File: config.mk
export PLATFORM = sky130hd
export DESIGN_NAME = beam_delay_scheduler
export DESIGN_NICKNAME = d
export VERILOG_FILES = /design/src/rtl/beam_delay_scheduler_pkg.sv /design/src/rtl/delay_config_regs.sv /design/src/rtl/beam_delay_scheduler.sv
export SDC_FILE = /design/constraint.sdc
export NUM_CORES = 1
export LEC_CHECK = 0
export CORE_MARGIN = 1.5
export CORE_UTILIZATION = 48
export CTS_CLUSTER_DIAMETER = 30
export DETAILED_ROUTE_END_ITERATION = 10
export PLACE_DENSITY_LB_ADDON = 0.1
export REMOVE_ABC_BUFFERS = 1
export SLEW_MARGIN = 10
export SYNTH_ARGS = -nofsm -noshare
export SYNTH_HDL_FRONTEND = slang
export SYNTH_SLANG_ARGS = --single-unit
File: constraint.sdc
create_clock -name clk -period 2.2 [get_ports clk]
set_clock_uncertainty 0.15 [all_clocks]
set_input_delay 0.44 -clock clk [delete_from_list [all_inputs] [get_ports clk]]
set_output_delay 0.44 -clock clk [all_outputs]
set_load 0.1 [all_outputs]
File: src/rtl/beam_delay_scheduler_pkg.sv
// Shared constants and state encoding for the delay-and-sum beamformer sequencer.
// NUMBER_OF_BITS and BUFFER_SIZE must match the channel buffers this block reads from.
package beam_delay_scheduler_pkg;

   localparam int NUMBER_OF_BITS = 8;
   localparam int BUFFER_SIZE    = 8;
   localparam int IDX_W          = $clog2(BUFFER_SIZE) + 1;

   typedef enum logic [1:0] {
      IDLE = 2'd0,
      READ = 2'd1,
      DONE = 2'd2
   } state_e;

   // The delay registers are one bit wider than a buffer index.
   // Any value past the last buffer slot is pulled back to the oldest sample.
   function automatic logic [IDX_W-1:0] clampIndex(input logic [IDX_W-1:0] idx);
      if (idx > IDX_W'(BUFFER_SIZE - 1)) begin
         return IDX_W'(BUFFER_SIZE - 1);
      end
      return idx;
   endfunction

endpackage

File: src/rtl/delay_config_regs.sv
// Steering delay register file for the beamformer.
// Each channel has a shadow register, loaded serially from the config port, and an
// active register. The active register is used by the frame that is currently running.
module delay_config_regs
   import beam_delay_scheduler_pkg::*;
#(
   parameter int NUM_CHANNELS = 2
) (
   input  logic             clk,
   input  logic             reset,
   input  logic             cfg_strobe_i,
   input  logic [2:0]       cfg_sel_i,
   input  logic             cfg_data_i,
   input  logic             commit_i,
   input  logic [2:0]       lookup_ch_i,
   output logic [IDX_W-1:0] lookup_idx_o
);

   logic [IDX_W-1:0] shadow_q [NUM_CHANNELS];
   logic [IDX_W-1:0] shadow_d [NUM_CHANNELS];
   logic [IDX_W-1:0] active_q [NUM_CHANNELS];
   logic [IDX_W-1:0] active_d [NUM_CHANNELS];
   logic [IDX_W-1:0] selected;

   // The serial shift only updates the shadow copy. The commit copies the shadow
   // values that exist before this edge, so a shift on the same edge waits for the next frame.
   // A cfg_sel value with no matching channel updates nothing.
   always_comb begin
      shadow_d = shadow_q;
      active_d = active_q;
      for (int i = 0; i < NUM_CHANNELS; i++) begin
         if (cfg_strobe_i && (cfg_sel_i == 3'(i))) begin
            shadow_d[i] = {shadow_q[i][IDX_W-2:0], cfg_data_i};
         end
         if (commit_i) begin
            active_d[i] = shadow_q[i];
         end
      end
   end

   // This block is the register file state.
   always_ff @(posedge clk or posedge reset) begin
      if (reset) begin
         for (int i = 0; i < NUM_CHANNELS; i++) begin
            shadow_q[i] <= '0;
            active_q[i] <= '0;
         end
      end else begin
         shadow_q <= shadow_d;
         active_q <= active_d;
      end
   end

   // This block finds the clamped index for the channel that is read next.
   // During a commit the active copy is not updated yet, so the block reads the shadow value instead.
   always_comb begin
      selected = '0;
      for (int i = 0; i < NUM_CHANNELS; i++) begin
         if (lookup_ch_i == 3'(i)) begin
            selected = commit_i ? shadow_q[i] : active_q[i];
         end
      end
      lookup_idx_o = clampIndex(selected);
   end

endmodule

File: src/rtl/beam_delay_scheduler.sv
// Frame sequencer for the delay-and-sum beamformer.
// For each accepted frame the block reads every channel buffer once at its steering delay.
// It adds the samples as signed values and outputs one beam sum.
module beam_delay_scheduler
   import beam_delay_scheduler_pkg::*;
#(
   parameter int NUM_CHANNELS = 2,
   localparam int SUM_W       = NUMBER_OF_BITS + $clog2(NUM_CHANNELS)
) (
   input  logic                      clk,
   input  logic                      reset,
   input  logic                      sample_valid,
   input  logic                      cfg_strobe,
   input  logic [2:0]                cfg_sel,
   input  logic                      cfg_data,
   output logic [2:0]                rd_channel,
   output logic [IDX_W-1:0]          rd_index,
   input  logic [NUMBER_OF_BITS-1:0] rd_data,
   output logic [SUM_W-1:0]          sum_out,
   output logic                      sum_valid,
   output logic                      busy,
   output logic                      overrun,
   input  logic                      overrun_clr
);

   localparam logic [2:0] LAST_CH = 3'(NUM_CHANNELS - 1);

   state_e                  state_q, state_d;
   logic [2:0]              ch_q, ch_d;
   logic signed [SUM_W-1:0] acc_q, acc_d;
   logic [2:0]              rdChannel_q, rdChannel_d;
   logic [IDX_W-1:0]        rdIndex_q, rdIndex_d;
   logic [SUM_W-1:0]        sumOut_q, sumOut_d;
   logic                    sumValid_q, sumValid_d;
   logic                    overrun_q, overrun_d;
   logic                    commit;
   logic [2:0]              lookupCh;
   logic [IDX_W-1:0]        lookupIdx;
   logic signed [SUM_W-1:0] sampleExt;

   delay_config_regs #(
      .NUM_CHANNELS(NUM_CHANNELS)
   ) u_delay_config_regs (
      .clk          (clk),
      .reset        (reset),
      .cfg_strobe_i (cfg_strobe),
      .cfg_sel_i    (cfg_sel),
      .cfg_data_i   (cfg_data),
      .commit_i     (commit),
      .lookup_ch_i  (lookupCh),
      .lookup_idx_o (lookupIdx)
   );

   assign sampleExt = SUM_W'($signed(rd_data));

   // This block is the next-state logic for the frame sequencer.
   // The read port is set up one edge early, so each channel has its whole READ cycle.
   // The last add goes directly into sum_out, so sum_valid is high during DONE.
   always_comb begin
      state_d     = state_q;
      ch_d        = ch_q;
      acc_d       = acc_q;
      rdChannel_d = rdChannel_q;
      rdIndex_d   = rdIndex_q;
      sumOut_d    = sumOut_q;
      sumValid_d  = 1'b0;
      commit      = 1'b0;
      lookupCh    = 3'd0;
      unique case (state_q)
         IDLE: begin
            if (sample_valid) begin
               state_d     = READ;
               commit      = 1'b1;
               acc_d       = '0;
               ch_d        = 3'd0;
               lookupCh    = 3'd0;
               rdChannel_d = 3'd0;
               rdIndex_d   = lookupIdx;
            end
         end
         READ: begin
            acc_d = acc_q + sampleExt;
            if (ch_q == LAST_CH) begin
               state_d    = DONE;
               sumOut_d   = acc_q + sampleExt;
               sumValid_d = 1'b1;
            end else begin
               ch_d        = ch_q + 3'd1;
               lookupCh    = ch_q + 3'd1;
               rdChannel_d = ch_q + 3'd1;
               rdIndex_d   = lookupIdx;
            end
         end
         DONE: begin
            state_d = IDLE;
         end
         default: begin
            state_d = IDLE;
         end
      endcase
   end

   // The overrun flag is sticky. A frame that arrives during READ or DONE is dropped and sets the flag.
   // When a set and a clear happen in the same cycle, the set takes priority.
   always_comb begin
      overrun_d = overrun_q;
      if (sample_valid && (state_q != IDLE)) begin
         overrun_d = 1'b1;
      end else if (overrun_clr) begin
         overrun_d = 1'b0;
      end
   end

   // This block is the state register for the sequencer, the accumulator and the registered outputs.
   always_ff @(posedge clk or posedge reset) begin
      if (reset) begin
         state_q     <= IDLE;
         ch_q        <= 3'd0;
         acc_q       <= '0;
         rdChannel_q <= 3'd0;
         rdIndex_q   <= '0;
         sumOut_q    <= '0;
         sumValid_q  <= 1'b0;
         overrun_q   <= 1'b0;
      end else begin
         state_q     <= state_d;
         ch_q        <= ch_d;
         acc_q       <= acc_d;
         rdChannel_q <= rdChannel_d;
         rdIndex_q   <= rdIndex_d;
         sumOut_q    <= sumOut_d;
         sumValid_q  <= sumValid_d;
         overrun_q   <= overrun_d;
      end
   end

   assign rd_channel = rdChannel_q;
   assign rd_index   = rdIndex_q;
   assign sum_out    = sumOut_q;
   assign sum_valid  = sumValid_q;
   assign busy       = (state_q != IDLE);
   assign overrun    = overrun_q;

endmodule
==> flow_summary.toml, run 1 <==
# yosys + openroad results
[yosys]
synthAdderAreaFrac_pct = 6.63
mux_area_share_pct = 10.6
async_flop_share_pct = 100
xor_share_pct = 2.40
yosys_warnings = 0
seq_area_frac_synth_pct = 51.4
ys_sh_aoi_pct = 15.4
simple_gate_area_share_pct = 10.3
yosys_most_used_dff = "dfrtp_1"
edf_count = 0
synth.comb.largest_family = "AND-OR/OR-AND gates"
yosys.area.top_type_share_pct = 51.4

[global_routing]
use_met2_pct = 34.1
grt-busiest-layer = "met2"
grt.overflow.total = 0
grt_pass1_vias = 1695
track_usage_pct = 19.0
met3_usage_pct = 4.13
grtUsageMet1_pct = 22.1

[finish]
diodes = 0
layout.cells.non_filler = 303
layout.nonclk_buf_share_pct = 19.2
final_nets = 279
clk_share_pct = 3.57
seq_share_pct = 38.7
drive_gt1_share_pct = 33.5
syn_to_final_growth_pct = 33.0
fill_cells = 344
layout_top_cell = "dfrtp_1"
largest_class = "registers"
n_all_inverters = 8
comb_area_share_pct = 35.3
n_all_buffers = 63
layout_top_cells = "45 x dfrtp_1, 42 x buf_4, 23 x nand2_1"
nClkBuffers = 5
comb_area_um2 = 1030

[clocking]
clock_latency_ns = 0.30
cts_buffers = 5
cts_tree = "yes"
cts_buffer_depth = 2
cts_max_level = 2
clkTransAtPathRegs_ns = 0.09
cts_root_buf = "clkbuf_8"

[final_timing]
timing.hold.ws_ns = 0.337
drv_slew = 0
setup_tns_ns = 0
finalClockPeriodUsage_pct = 99.8
max-slew-margin-rel_pct = 78.4
final_hold_viol_count = 0
fin_ws_ns = 0.00404

[placement]
hpwl_mm = 3.29
dp.cells = 294
routabilityCongestion = 0.829
place_area_um2 = 2750

[critical_path]
crit_path_max_incr_delay_ns = 0.42
worstSetupStartpointType = "flop"
crit_path_end_kind = "flop"
critical_path.max_fanout = 3
path_class = "flop to flop"
rr_endpoint = "sum_out[8]$_DFFE_PP0P_"
path_cells = "ha_4 -> fa_2 -> a211o_1 -> a211o_1 -> o211ai_1 -> xor2_1 -> o21ai_1"
cp_common_cell = "a211o_1"
critical_path_buf_inv_count = 0
cp_top_family = "AND-OR/OR-AND gates"

[min_path]
min_to = "sum_out[1]$_DFFE_PP0P_"
hold_depth = 2
hp-class = "flop to flop"

[drt]
viasPerCell = 5.25
met1Wirelength_mm = 1.93
wl_met3_um = 137
drtAntennaViolNets = 0
drt_wl_total_mm = 4.53
drc_errors = 0
via_count = 1590

[floorplanning]
rows = 24
dieArea_um2 = 4980
n_tap_cell = 52

[run]
maxCapViolations = 0
log.warning_count = 28

[status]
run_status = "complete, no violations"
Fig. 1: run 1, where the registers sit
Scale bar: 20 µm.
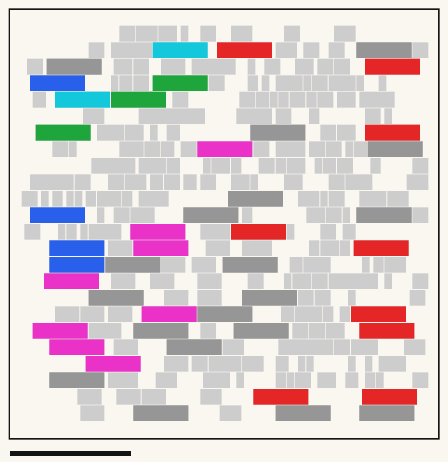
rd_index -> blue  # placed flops 4, where west
state_q -> cyan  # placed flops 2
rd_channel -> green  # placed flops 3
sum_out -> red  # placed flops 9
u_delay_config_regs.active_q -> magenta  # placed flops 8
not coloured = 19
register area: 1130 µm²

Fig. 2: run 1, nets reached from selected ports
Scale bar: 20 µm.
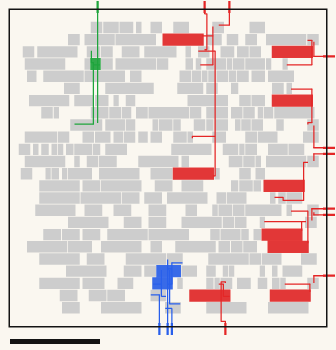
sum_out -> red  # bits 9, direction output, end cells 9, buffers 9, wire 184 µm
busy -> green  # bits 1, direction output, end cells 1, buffers 1, wire 47.3 µm
cfg_sel -> blue  # bits 3, direction input, end cells 2, buffers 3, wire 55.4 µm
top-level port count: 36
PortBufs: 35

Fig. 3: run 1, local utilization
Scale bar: 20 µm. 7 x 7 tiles, from white (low) to dark blue (high), 0 to 100% covered.
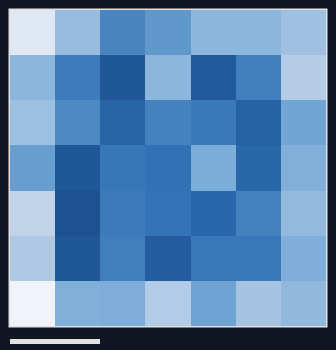
densest ninth of the die = centre
mean over tiles = 57%
fullest tile = 87%
tiles over 75% full = 20%
area of the core: 4380 µm²
floorplan utilization: 49.9%

Fig. 4: run 1, cell placement
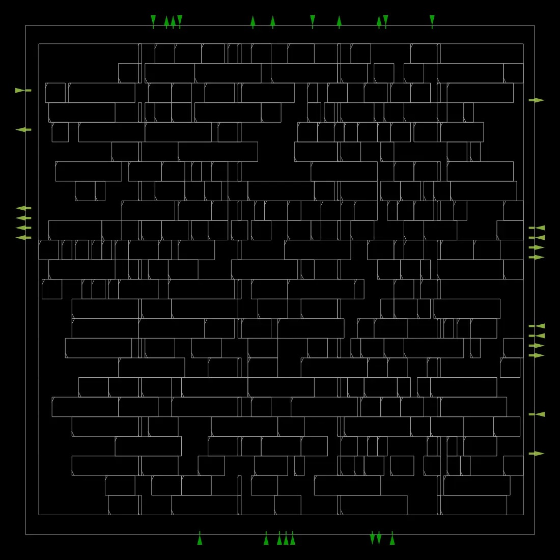

==> inputs of run 2 (changes only) <==
--- a/config.mk
+++ b/config.mk
@@ -14,4 +14,5 @@
 export SLEW_MARGIN = 10
 export SYNTH_ARGS = -nofsm -noshare
 export SYNTH_HDL_FRONTEND = slang
+export SYNTH_HIERARCHICAL = 1
 export SYNTH_SLANG_ARGS = --single-unit
Fig. 5: run 2, cell placement
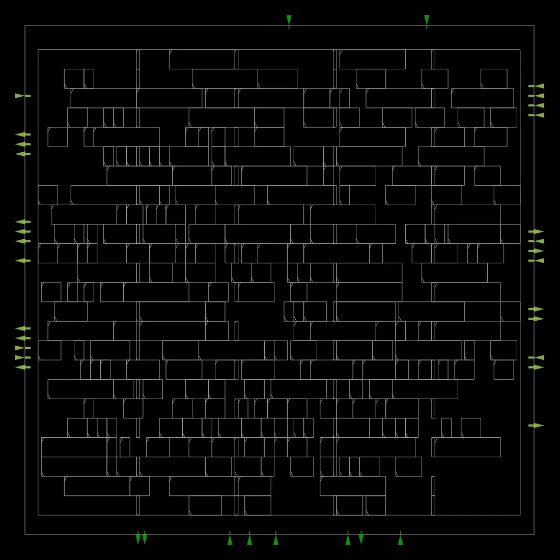
Well Taps: 52
Non-Filler Instances: 313
Flops: 45
Final Util: 65.6%

==> flow_summary.toml, run 2 <==
# yosys + openroad results
[status]
run_status = "complete, no violations"

[global_routing]
grt.overflow.total = 0
track_usage_pct = 19.3
grt_pass1_vias = 1622
met3_usage_pct = 4.08
use_met2_pct = 30.8
grtUsageMet1_pct = 26.0

[critical_path]
critical_path.max_fanout = 4
cp_top_family = "AND-OR/OR-AND gates"
worstSetupStartpointType = "input port"
critical_path_buf_inv_count = 1
worst-endpoint-arrival_ns = 2.10
rr_endpoint = "acc_q[8]$_DFFE_PP0P_"
crit_path_max_incr_delay_ns = 0.42
path_class = "input port to flop"

[finish]
drive_gt1_share_pct = 30.3
n_all_inverters = 10
seq_share_pct = 38.9
fill_cells = 349
nClkBuffers = 7
layout_top_cell = "dfrtp_1"
diodes = 0
n_all_buffers = 57
clk_share_pct = 4.02
final_nets = 288
comb_area_share_pct = 36.9
syn_to_final_growth_pct = 28.9
layout_top_cells = "45 x dfrtp_1, 40 x buf_4, 37 x nand2_1"
register_area_um2 = 1130
largest_class = "registers"
layout.nonclk_buf_share_pct = 16.6

[final_timing]
max_freq_mhz = 479
setup_tns_ns = 0
max-slew-margin-rel_pct = 58.2
fin_ws_ns = 0.112
final_hold_viol_count = 0
drv_slew = 0
timing.hold.ws_ns = 0.332
finalClockPeriodUsage_pct = 94.9

[yosys]
seq_area_frac_synth_pct = 50.1
simple_gate_area_share_pct = 14.9
yosys-stat-area_um2 = 2250
mux_area_share_pct = 9.14
yosys.area.top_type_share_pct = 50.1
synthAdderAreaFrac_pct = 6.46
xor_share_pct = 3.73
edf_count = 0
ys_sh_aoi_pct = 12.2
synth.comb.largest_family = "simple AND/OR/NAND/NOR gates"

[placement]
place_area_um2 = 2740
hpwl_mm = 3.30

[drt]
wl_met3_um = 205
viasPerCell = 5.22
drt_wl_total_mm = 4.51
drtAntennaViolNets = 0
via_count = 1635

[min_path]
hold_depth = 2
min_to = "sum_out[1]$_DFFE_PP0P_"
hp-class = "flop to flop"

[floorplanning]
dieArea_um2 = 5100
pin_count = 36
rows = 24

[clocking]
cts_buffer_depth = 2
cts_max_level = 2
cts_root_buf = "clkbuf_8"
clock_latency_ns = 0.29
Fig. 6: run 2, local utilization
Scale bar: 20 µm. 7 x 7 tiles, from white (low) to dark blue (high), 0 to 100% covered.
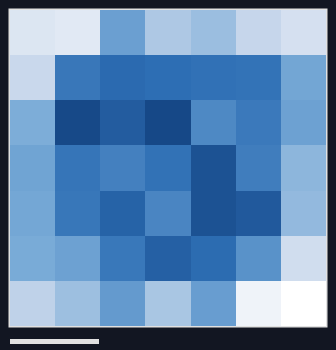
fullest tile = 90%
densest ninth of the die = centre
emptiest ninth of the die = south-east
floorplan utilization: 50.9%
area of the core: 4410 µm²

==> inputs of run 3 (changes only) <==
--- a/config.mk
+++ b/config.mk
@@ -5,6 +5,7 @@
 export SDC_FILE = /design/constraint.sdc
 export NUM_CORES = 1
 export LEC_CHECK = 0
+export CORE_ASPECT_RATIO = 1.75
 export CORE_MARGIN = 1.5
 export CORE_UTILIZATION = 48
 export CTS_CLUSTER_DIAMETER = 30
==> flow_summary.toml, run 3 <==
# yosys + openroad results
[floorplanning]
pin_count = 36
dieArea_um2 = 5110
rows = 32
die_y_um = 93.5
n_tap_cell = 51
fp.dieW_um = 54.7

[yosys]
async_flop_share_pct = 100
avgSynthCellArea_um2 = 11.2
top_area_cell = "dfrtp_1"
seq_area_frac_synth_pct = 50.1
xor_share_pct = 3.73
yosys-stat-area_um2 = 2250
mux_area_share_pct = 9.14
common_cells = "45 x dfrtp_1, 37 x nand2_1, 13 x nor2_1"
area_leaders = "dfrtp_1 50%, nand2_1 6.2%, ha_1 5.6%, mux2_2 5.0%, mux2_4 2.7%"
yosys.area.top_type_share_pct = 50.1
ys_types = 49
synthAdderAreaFrac_pct = 6.46
ys_ff = 45
edf_count = 0
synth_top_cell_by_count = "dfrtp_1"
ys_sh_aoi_pct = 12.2
yosys_most_used_dff = "dfrtp_1"
yosys_warnings = 6
synth.comb.largest_family = "simple AND/OR/NAND/NOR gates"
syn_inst = 201
syn-cell-area_um2 = 2250
simple_gate_area_share_pct = 14.9

[clocking]
cts_buffers = 5
postCtsSetupBuffers = 0
clock_latency_ns = 0.30
cts_tree = "yes"
cts_root_buf = "clkbuf_8"
cts_buffer_depth = 2
cts_max_level = 2
clkSinkCount = 45
clkTransAtPathRegs_ns = 0.08
cts_hold_buf = 0

[finish]
comb_area_share_pct = 37.5
diodes = 0
register_area_um2 = 1130
clk_share_pct = 3.14
layout_top_cell = "dfrtp_1"
n_all_inverters = 10
largest_class = "registers"
layout.nonclk_buf_share_pct = 16.6
ff_count = 45
layout_top_cells = "45 x dfrtp_1, 37 x nand2_1, 35 x buf_4"
fill_cells = 365
drive_gt1_share_pct = 30.4
n_all_buffers = 54
syn_to_final_growth_pct = 27.8
comb_area_um2 = 1080
layout.cells.non_filler = 308
seq_share_pct = 39.2
nClkBuffers = 6
fin_area_um2 = 2870
final_nets = 285

[final_timing]
final_hold_viol_count = 0
setup_tns_ns = 0
finalClockPeriodUsage_pct = 97.7
max_freq_mhz = 465
period_needed_ns = 2.15
timing.hold.ws_ns = 0.329
fin_ws_ns = 0.0512
drv_slew = 0
max-slew-margin-rel_pct = 61.3
tightestPinTransition_ns = 0.580
setup_viol = 0

[drt]
wl_per_cell_um = 15.1
wl_met3_um = 123
drc_errors = 0
via_count = 1671
dr.first_iter.drc_count = 24
top_layer_used = "met4"
wl_met2_mm = 2.67
drt_wl_total_mm = 4.65
firstDrtPassIters = 4
viasPerCell = 5.43
met1Wirelength_mm = 1.72
drtAntennaViolNets = 0

[global_routing]
grt_pass1_vias = 1808
grtUsageMet1_pct = 20.9
grt-busiest-layer = "met2"
antenna_found_initial = 0
grt_first_pass_wirelength_mm = 7.76
met3_usage_pct = 4.15
track_usage_pct = 20.6
grt.overflow.total = 0
use_met2_pct = 38.0
grt_max_degree = 21

[placement]
hpwl_mm = 3.60
place_area_um2 = 2740
port_buffers = 35
routabilityCongestion = 0.814
dp.cells = 300

[critical_path]
worst-endpoint-arrival_ns = 2.18
crit_path_end_kind = "flop"
endpoint = "sum_out[7]$_DFFE_PP0P_"
reg2reg_from = "acc_q[0]$_DFFE_PP0P_"
path_cells = "clkdlybuf4s50_1 -> ha_1 -> a21o_1 -> a21oi_2 -> o21ai_1 -> a31oi_1 -> xor2_1 -> o21ai_0"
path_class = "input port to flop"
cp_top_family = "AND-OR/OR-AND gates"
crit_path_max_incr_delay_ns = 0.46
startpoint = "rd_data[1]"
required_ns = 2.23
rr_endpoint = "acc_q[8]$_DFFE_PP0P_"
r2r_cells = 8
cpMaxStageDelayCell = "clkdlybuf4s50_1"
worstSetupStartpointType = "input port"
critical_path_buf_inv_count = 1
critical_path.max_fanout = 3

[run]
maxCapViolations = 0
log.warning_count = 27

[status]
run_status = "complete, no violations"

[min_path]
hp-class = "input port to asynchronous set/reset pin"
Fig. 7: run 3, local utilization
Scale bar: 20 µm. 5 x 9 tiles, from white (low) to dark blue (high), 0 to 100% covered.
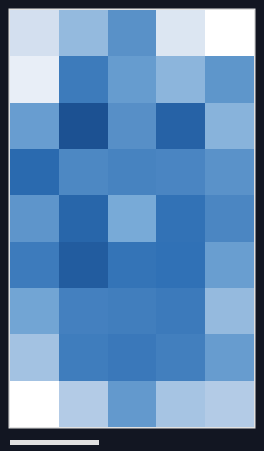
mean over tiles = 55%
fullest tile = 87%
tiles over 75% full = 11%
nearly empty tiles = 4.4%
Final Util: 64.6%
area of the core: 4440 µm²
floorplan utilization: 50.5%

Fig. 8: run 3, nets reached from selected ports
Scale bar: 20 µm.
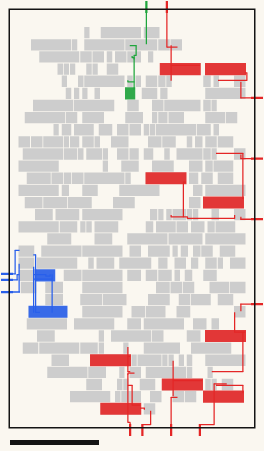
sum_out -> red  # bits 9, direction output, end cells 9, buffers 9, wire 191 µm
busy -> green  # bits 1, direction output, end cells 1, buffers 1, wire 21.9 µm
cfg_sel -> blue  # bits 3, direction input, end cells 2, buffers 3, wire 59.1 µm

